===== src/rtl/serial_adder_2bit_ctrl.sv =====
// Multi-cycle adder controller: feeds a 2-bit ripple slice one operand pair
// per clock and assembles the full-width sum, with start/busy/done handshake.
module serial_adder_2bit_ctrl #(
  parameter int WIDTH = 8
) (
  input  logic             clk,
  input  logic             rst_n,
  input  logic             start,
  input  logic [WIDTH-1:0] a,
  input  logic [WIDTH-1:0] b,
  input  logic             cin,
  output logic             busy,
  output logic             done,
  output logic [WIDTH-1:0] sum,
  output logic             cout,
  output logic [1:0]       dbg_state_o
);

  // Handshake: start is accepted only on an edge where the FSM is IDLE; the
  // operands and cin are captured on that same edge. busy is high in RUN only,
  // done pulses for exactly one cycle in DONE, and sum/cout hold until the
  // next accepted start.

  localparam int HALF = WIDTH / 2;
  localparam int CW   = (HALF > 1) ? $clog2(HALF) : 1;
  localparam logic [CW-1:0] CNT_LAST = CW'(HALF - 1);

  typedef enum logic [1:0] {
    ST_IDLE = 2'd0,
    ST_RUN  = 2'd1,
    ST_DONE = 2'd2
  } state_t;

  state_t           state_q, state_d;
  logic [WIDTH-1:0] a_sh_q, a_sh_d;
  logic [WIDTH-1:0] b_sh_q, b_sh_d;
  logic [WIDTH-1:0] acc_q, acc_d;
  logic             carry_q, carry_d;
  logic [CW-1:0]    cnt_q, cnt_d;
  logic [WIDTH-1:0] sum_q, sum_d;
  logic             cout_q, cout_d;
  logic [2:0]       slice;

  always_comb begin
    state_d = state_q;
    a_sh_d  = a_sh_q;
    b_sh_d  = b_sh_q;
    acc_d   = acc_q;
    carry_d = carry_q;
    cnt_d   = cnt_q;
    sum_d   = sum_q;
    cout_d  = cout_q;
    slice   = {1'b0, a_sh_q[1:0]} + {1'b0, b_sh_q[1:0]} + {2'b00, carry_q};

    case (state_q)
      ST_IDLE: begin
        if (start) begin
          state_d = ST_RUN;
          a_sh_d  = a;
          b_sh_d  = b;
          carry_d = cin;
          cnt_d   = '0;
        end
      end
      ST_RUN: begin
        // Slice k lands directly in bits [2k+1:2k]; same result as shifting in from the top.
        acc_d[2*cnt_q +: 2] = slice[1:0];
        carry_d = slice[2];
        a_sh_d  = a_sh_q >> 2;
        b_sh_d  = b_sh_q >> 2;
        cnt_d   = cnt_q + 1'b1;
        if (cnt_q == CNT_LAST) begin
          state_d = ST_DONE;
          sum_d   = acc_d;
          cout_d  = slice[2];
        end
      end
      ST_DONE: begin
        state_d = ST_IDLE;
      end
      default: begin
        state_d = ST_IDLE;
      end
    endcase
  end

  always_ff @(posedge clk or negedge rst_n) begin
    if (!rst_n) begin
      state_q <= ST_IDLE;
      a_sh_q  <= '0;
      b_sh_q  <= '0;
      acc_q   <= '0;
      carry_q <= 1'b0;
      cnt_q   <= '0;
      sum_q   <= '0;
      cout_q  <= 1'b0;
    end else begin
      state_q <= state_d;
      a_sh_q  <= a_sh_d;
      b_sh_q  <= b_sh_d;
      acc_q   <= acc_d;
      carry_q <= carry_d;
      cnt_q   <= cnt_d;
      sum_q   <= sum_d;
      cout_q  <= cout_d;
    end
  end

  assign busy        = (state_q == ST_RUN);
  assign done        = (state_q == ST_DONE);
  assign sum         = sum_q;
  assign cout        = cout_q;
  assign dbg_state_o = state_q;

endmodule


===== config.mk =====
export PLATFORM = sky130hd
export DESIGN_NAME = serial_adder_2bit_ctrl
export DESIGN_NICKNAME = d
export VERILOG_FILES = /design/src/rtl/serial_adder_2bit_ctrl.sv
export SDC_FILE = /design/constraint.sdc
export NUM_CORES = 1
export LEC_CHECK = 0
export CAP_MARGIN = 0
export CORE_UTILIZATION = 56
export DETAILED_ROUTE_END_ITERATION = 7
export MAX_ROUTING_LAYER = met4
export PLACE_DENSITY = 0.82
export REMOVE_ABC_BUFFERS = 1
export SYNTH_ARGS = -nofsm -noshare
export SYNTH_HDL_FRONTEND = slang
export SYNTH_SLANG_ARGS = --single-unit

===== constraint.sdc =====
create_clock -name clk -period 4.9 [get_ports clk]
set_input_delay 1.225 -clock clk [delete_from_list [all_inputs] [get_ports clk]]
set_output_delay 1.225 -clock clk [all_outputs]
set_load 0.1 [all_outputs]

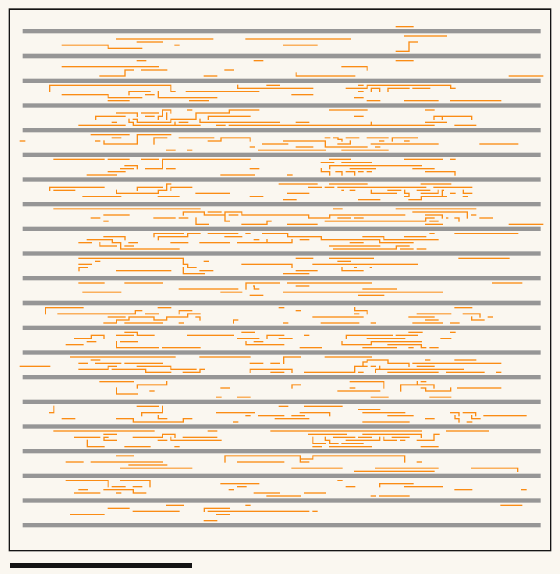
met1.png
Scale bar: 20 microns. Supply wires on this layer in grey.
201 nets have wire on it. The wires run mostly horizontal.
routed via count: 1365
met1 usage: 25.6%
Detailed Route WL: 3.54 mm

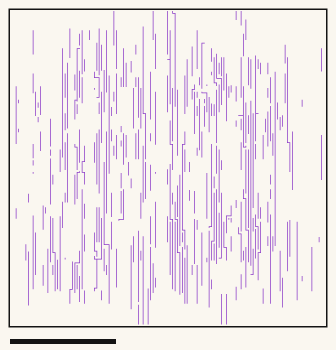
met2.png
Scale bar: 20 microns.
191 nets have wire on it. The layer holds 52% of the routed length. The longest straight run is 32.6 microns.

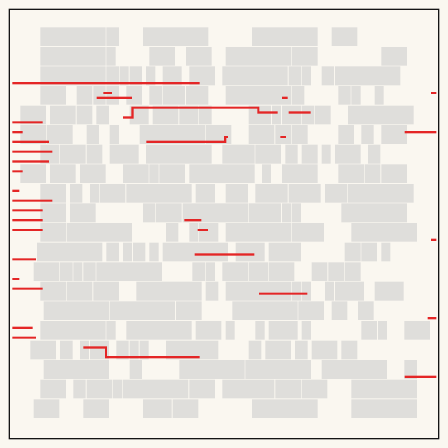
met3.png
The wires run mostly horizontal. The layer carries 166 microns of wire. 29 nets have wire on it. The layer holds 4.7% of the routed length.
grt met3 use: 6.55%

==> impl_metrics.tcl <==
# flow metrics
set metrics [dict create \
    routabilityCongestion 0.769 \
    min_path_type "flop to flop" \
    synthMuxAreaShare_pct 11.2 \
    most_common_cell "dfrtp_1" \
    ys_types 30 \
    flop-count 38 \
    worstSetupStartpoint "dbg_state_o[0]$_DFFE_PN0P_" \
    drv_slew 0 \
    rsz0062_at_grt "no" \
    path_buffers 1 \
    clock_sinks 38 \
    crit_type "flop to output port" \
    cap_violations 0 \
    status "finished, final reports clean" \
    synth-edff-count 0 \
    r2r_end "sum[7]$_DFFE_PN0P_" \
    area_delta_synth_final_pct 21.0 \
    final_util_pct 72.1 \
]
